### config.mk
export PLATFORM = sky130hd
export DESIGN_NAME = flash_bus_sequencer
export DESIGN_NICKNAME = d
export VERILOG_FILES = /design/src/rtl/flash_bus_sequencer.sv
export SDC_FILE = /design/constraint.sdc
export NUM_CORES = 1
export LEC_CHECK = 0
export ABC_AREA = 1
export CORE_MARGIN = 2
export CORE_UTILIZATION = 30
export CTS_BUF_LIST = sky130_fd_sc_hd__clkbuf_4 sky130_fd_sc_hd__clkbuf_8
export CTS_CLUSTER_SIZE = 10
export DETAILED_ROUTE_END_ITERATION = 12
export SLEW_MARGIN = 20
export SYNTH_ARGS = -nofsm -noshare
export SYNTH_HDL_FRONTEND = slang
export SYNTH_SLANG_ARGS = --single-unit
### constraint.sdc
create_clock -name clk -period 1.4 [get_ports clk]
set_input_delay 0.28 -clock clk [delete_from_list [all_inputs] [get_ports clk]]
set_output_delay 0.28 -clock clk [all_outputs]
set_load 0.01 [all_outputs]
### src/rtl/flash_bus_sequencer.sv
// ----------------------------------------------------------------------------
// flash_bus_sequencer
//
// Front end between a 6809 CPU bus and the SPI flash engine. The E clock is
// synchronised into the clk domain and each bus cycle is decoded against a
// 4 KB flash window. For every decoded cycle the CPU is stretched with MRDY,
// exactly one single-cycle request is issued to the engine, and read data is
// returned to the CPU bus until E falls.
//
// Optional feature macro: BUS_TIMEOUT_EN
//   Defined   : WAIT gives up after TIMEOUT_CYCLES clk cycles, returns 8'hFF
//               for reads and raises the sticky o_timeout flag.
//   Undefined : WAIT waits for i_done indefinitely and o_timeout is tied 0.
//
// Ports
//   clk            in   system clock, all state changes on its rising edge
//   reset          in   asynchronous active-low reset
//   i_E            in   6809 E clock, asynchronous to clk
//   i_ADDRESS_BUS  in   CPU address [15:0]
//   i_DataBus      in   CPU write data [7:0]
//   i_RW           in   1 = read, 0 = write
//   o_req          out  one-cycle request strobe to the flash engine
//   o_req_rw       out  latched i_RW
//   o_req_addr     out  latched A[11:0]
//   o_req_data     out  latched write data
//   i_done         in   engine completion pulse
//   i_rdata        in   engine read data, valid while i_done = 1
//   o_MemoryReady  out  MRDY to the CPU, 0 stretches E
//   o_DataOut      out  read data for the CPU data bus
//   o_DataOE       out  enables o_DataOut onto the bus
//   o_timeout      out  sticky timeout flag, cleared only by reset
// ----------------------------------------------------------------------------
module flash_bus_sequencer #(
    parameter logic [3:0]  FLASH_BASE     = 4'hE,
    parameter int unsigned SETUP_CYCLES   = 4,
    parameter logic [15:0] TIMEOUT_CYCLES = 16'd4000
) (
    input  logic        clk,
    input  logic        reset,
    input  logic        i_E,
    input  logic [15:0] i_ADDRESS_BUS,
    input  logic [7:0]  i_DataBus,
    input  logic        i_RW,
    output logic        o_req,
    output logic        o_req_rw,
    output logic [11:0] o_req_addr,
    output logic [7:0]  o_req_data,
    input  logic        i_done,
    input  logic [7:0]  i_rdata,
    output logic        o_MemoryReady,
    output logic [7:0]  o_DataOut,
    output logic        o_DataOE,
    output logic        o_timeout
);

    typedef enum logic [1:0] {
        S_IDLE,
        S_SETUP,
        S_WAIT,
        S_HOLD
    } state_e;

    // The counter is loaded one below the cycle count because the load edge
    // itself is the first setup cycle.
    localparam logic [3:0] SETUP_LOAD = (SETUP_CYCLES > 0) ? 4'(SETUP_CYCLES - 1) : 4'd0;

    state_e      state_q, state_d;

    logic        e_meta_q, e_sync_q, e_prev_q;
    logic        e_rise, e_fall;
    logic        hit, accept, issue;
    logic        tmo_expire;

    logic [3:0]  setup_cnt_q;
    logic        rw_q;
    logic [11:0] addr_q;
    logic [7:0]  data_q;
    logic [7:0]  dout_q;
    logic        req_q;

    // ------------------------------------------------------------------------
    // E synchroniser and edge detect
    // ------------------------------------------------------------------------
    // The chain resets to 1 so that an E already high when reset releases
    // (CPU stretched mid-cycle) is not mistaken for the start of a new cycle.
    always_ff @(posedge clk or negedge reset) begin
        if (!reset) begin
            e_meta_q <= 1'b1;
            e_sync_q <= 1'b1;
            e_prev_q <= 1'b1;
        end else begin
            // NOTE: non-blocking assignments make every flop sample the
            // pre-edge value of its source, which is what gives a real
            // three-stage pipeline instead of one collapsed stage.
            e_meta_q <= i_E;
            e_sync_q <= e_meta_q;
            e_prev_q <= e_sync_q;
        end
    end

    assign e_rise = e_sync_q & ~e_prev_q;
    assign e_fall = ~e_sync_q & e_prev_q;
    assign hit    = (i_ADDRESS_BUS[15:12] == FLASH_BASE);
    assign accept = (state_q == S_IDLE) && e_rise && hit;
    assign issue  = (state_q == S_SETUP) && (setup_cnt_q == 4'd0);

    // ------------------------------------------------------------------------
    // FSM: state register
    // ------------------------------------------------------------------------
    always_ff @(posedge clk or negedge reset) begin
        if (!reset) begin
            state_q <= S_IDLE;
        end else begin
            state_q <= state_d;
        end
    end

    // ------------------------------------------------------------------------
    // FSM: next state
    // ------------------------------------------------------------------------
    always_comb begin
        // NOTE: assigning a default before the case means every path drives
        // state_d, so no latch is inferred for unlisted conditions.
        state_d = state_q;
        unique case (state_q)
            S_IDLE:  if (accept)              state_d = S_SETUP;
            S_SETUP: if (issue)               state_d = S_WAIT;
            // i_done is checked first so a completion coinciding with expiry
            // still counts as a good cycle.
            S_WAIT:  if (i_done || tmo_expire) state_d = S_HOLD;
            S_HOLD:  if (e_fall)              state_d = S_IDLE;
            default:                          state_d = S_IDLE;
        endcase
    end

    // ------------------------------------------------------------------------
    // FSM: outputs
    // ------------------------------------------------------------------------
    // Both outputs decode straight from the state register, so an
    // asynchronous reset releases MRDY and the data bus without a clk edge.
    always_comb begin
        o_MemoryReady = 1'b1;
        o_DataOE      = 1'b0;
        unique case (state_q)
            S_SETUP, S_WAIT: o_MemoryReady = 1'b0;
            S_HOLD:          o_DataOE      = rw_q;
            default: ;
        endcase
    end

    // ------------------------------------------------------------------------
    // Request latches, setup counter and read data
    // ------------------------------------------------------------------------
    always_ff @(posedge clk or negedge reset) begin
        if (!reset) begin
            // NOTE: every register here is a plain flop with a defined reset
            // value; there is no storage array, so nothing is left unreset.
            setup_cnt_q <= 4'd0;
            rw_q        <= 1'b1;
            addr_q      <= 12'd0;
            data_q      <= 8'd0;
            dout_q      <= 8'd0;
            req_q       <= 1'b0;
        end else begin
            req_q <= issue;

            if (accept) begin
                rw_q        <= i_RW;
                addr_q      <= i_ADDRESS_BUS[11:0];
                setup_cnt_q <= SETUP_LOAD;
            end else if ((state_q == S_SETUP) && (setup_cnt_q != 4'd0)) begin
                setup_cnt_q <= setup_cnt_q - 4'd1;
            end

            // Write data is captured as late as possible so it has settled.
            if (issue && !rw_q) begin
                data_q <= i_DataBus;
            end

            if ((state_q == S_WAIT) && rw_q) begin
                if (i_done) begin
                    dout_q <= i_rdata;
                end else if (tmo_expire) begin
                    dout_q <= 8'hFF;
                end
            end
        end
    end

`ifdef BUS_TIMEOUT_EN
    // ------------------------------------------------------------------------
    // Completion timeout
    // ------------------------------------------------------------------------
    localparam logic [15:0] TMO_LOAD = (TIMEOUT_CYCLES != 16'd0) ? (TIMEOUT_CYCLES - 16'd1) : 16'd0;

    logic [15:0] tmo_cnt_q;
    logic        timeout_q;

    always_ff @(posedge clk or negedge reset) begin
        if (!reset) begin
            tmo_cnt_q <= 16'd0;
            timeout_q <= 1'b0;
        end else begin
            if (issue) begin
                tmo_cnt_q <= TMO_LOAD;
            end else if ((state_q == S_WAIT) && (tmo_cnt_q != 16'd0)) begin
                tmo_cnt_q <= tmo_cnt_q - 16'd1;
            end

            if ((state_q == S_WAIT) && !i_done && tmo_expire) begin
                timeout_q <= 1'b1;
            end
        end
    end

    assign tmo_expire = (state_q == S_WAIT) && (tmo_cnt_q == 16'd0);
    assign o_timeout  = timeout_q;
`else
    assign tmo_expire = 1'b0;
    assign o_timeout  = 1'b0;
`endif

    assign o_req      = req_q;
    assign o_req_rw   = rw_q;
    assign o_req_addr = addr_q;
    assign o_req_data = data_q;
    assign o_DataOut  = dout_q;

endmodule

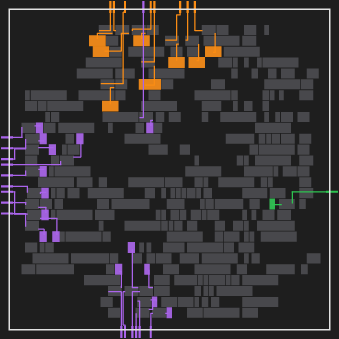
(wires at chosen ports, followed through buffers)
Scale: 4 px per um.
Key: green = `o_DataOE` [bits 1, direction output, end cells 1, buffers 1, wire 14.2 um]; orange = `i_rdata` [bits 8, direction input, end cells 8, buffers 8, wire 132 um]; purple = `i_ADDRESS_BUS` [bits 16, direction input, end cells 15, buffers 16, wire 193 um]

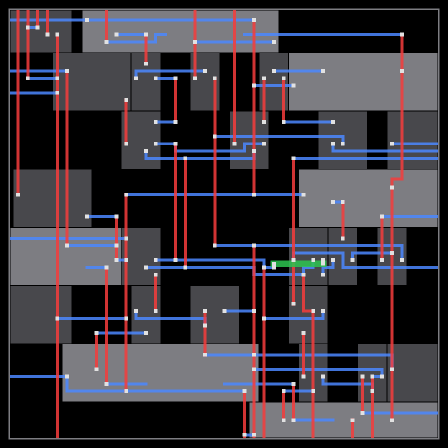
(layout detail)
Window x 50 to 70, y 50 to 70 um. Cells in grey, sequential cells in the stronger grey; small squares are vias.
Key: red = met2; blue = met1; green = met3
27 logic cells have their middle in the window. Netlist names of flops here include `o_req_data` (5), `o_DataOut` (1). Most frequent: nand2_1 (8), dfrtp_1 (6), nand3_1 (5). Sequential cells in the window: 6.

==> impl_metrics.json <==
{
  "cp_common_cell": "buf_6",
  "crit_slowest_cell": "dfrtp_1",
  "power.leakage_nw": 1.39,
  "crit_start": "state_q[1]",
  "whs_ns": 0.358,
  "die_x_um": 79.8,
  "max_freq_mhz": 686,
  "dp_hpwl_mm": 2.83,
  "syn_to_final_growth_pct": 68.3,
  "top_logic_kind": "simple AND/OR/NAND/NOR gates",
  "netlist_area_um2": 1720,
  "period_used_pct": 104,
  "detail_route.iter0.violations": 44,
  "path_cells": "buf_6 > ha_4 > nand2_2 > inv_2 > buf_6",
  "tool_warnings": 33,
  "skew_ns": 0.00237,
  "cts_tree": "built",
  "critPathTopFamily": "flip-flops",
  "hold_buffers": 1,
  "cp.depth": 5,
  "routedWlPerCell_um": 12.0,
  "cts_resized": 61,
  "dieArea_um2": 6360,
  "status": "finished, violations left",
  "track_usage_pct": 13.8,
  "die_height_um": 79.8,
  "num_vias": 1482,
  "drtAntennaViolNets": 0,
  "hold_path_end": "e_sync_q",
  "synthMuxAreaShare_pct": 5.23,
  "wirelength_mm": 4.08,
  "rsz0062_at_grt": "yes",
  "synthArstFlopShare_pct": 100,
  "fp-row-count": 27,
  "layout_top_cell": "nand2_1",
  "fillers": 534,
  "grt.met3_usage_pct": 5.20,
  "met2_usage_pct": 23.4,
  "grt_busiest_layer": "met2",
  "layout.nets": 310,
  "synthCells": 176,
  "cp.required_ns": 1.12,
  "power_switching_w": 0.00182,
  "ys_types": 22,
  "final.setup.worst_slack_ns": -0.0577,
  "violations": "negative setup slack",
  "fp-utilization_pct": 31.1,
  "maxCapViolCount": 0,
  "power.clock.total_w": 0.000751,
  "drive_gt1_share_pct": 34.5,
  "ys_top_cells_by_count": "60 x nand2_1, 35 x dfrtp_1, 24 x nand3_1",
  "yosys_cells": 176,
  "r2r_end": "o_req_addr[7]",
  "grt_pass1_wl_mm": 6.69,
  "highest_layer": "met4",
  "core_um2": 5540,
  "clockBufferDepth": 2,
  "adder_share_pct": 5.08,
  "p_sw_share_pct": 36.2,
  "cp-start-kind": "flop",
  "synth_nets": 220,
  "fin_util_pct": 52.3,
  "final_area_um2": 2900,
  "place_area_um2": 2600,
  "synth_top_cell_by_area": "dfrtp_1",
  "bufAreaShareNonClock_pct": 29.0,
  "hold_depth": 0,
  "p_per_area_nw_per_um2": 1730,
  "finalSetupViolations": 5,
  "clk_share_pct": 3.06,
  "top_area_share_pct": 50.8,
  "numPlacedInstances": 327,
  "top_power_group": "combinational logic",
  "worstReg2RegStart": "state_q[1]",
  "cp_max_fo": 3,
  "fin_crit_ns": 1.46,
  "ys_sh_xor_pct": 0,
  "p_seq_share_pct": 35.8,
  "cts_max_level": 2,
  "hold_class": "reg -> reg",
  "largest_reg_flops": 12,
  "grt_pass1_vias": 1399,
  "crit_path_end_kind": "output port",
  "p_clk_share_pct": 14.9,
  "signal_buffers": 87,
  "cts_setup_buffers": 2,
  "grt_antenna_before_repair": 0,
  "met3WireLength_um": 309,
  "yosysSeqAreaShare_pct": 56.9,
  "clock_sinks": 39,
  "yosysWarnings": 0,
  "max_stage_delay_ns": 0.41,
  "logic_gates": 122,
  "numPortBuffers": 68,
  "largest_class": "registers",
  "r2r_setup_slack_ns": -0.01,
  "comb_share_pct": 29.6
}
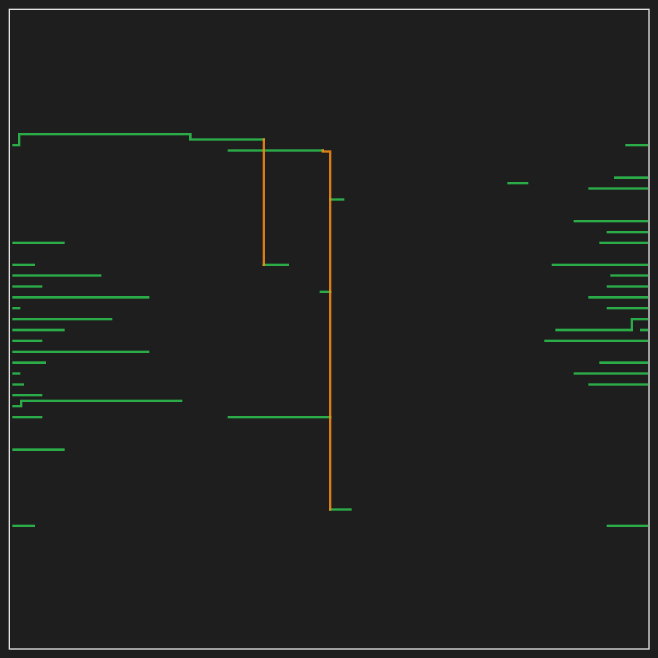
(wiring by layer)
Scale: 8 px per um. Two of the layers only.
Key: green = met3 [wire length 309 um]; orange = met4 [wire length 61.4 um]

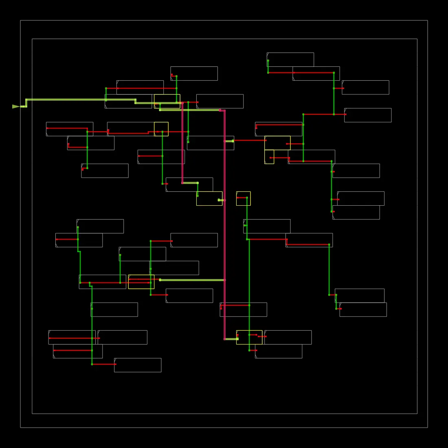
(the clock network)
worst skew pair latency: 0.29 ns
clk_buf instances: 6

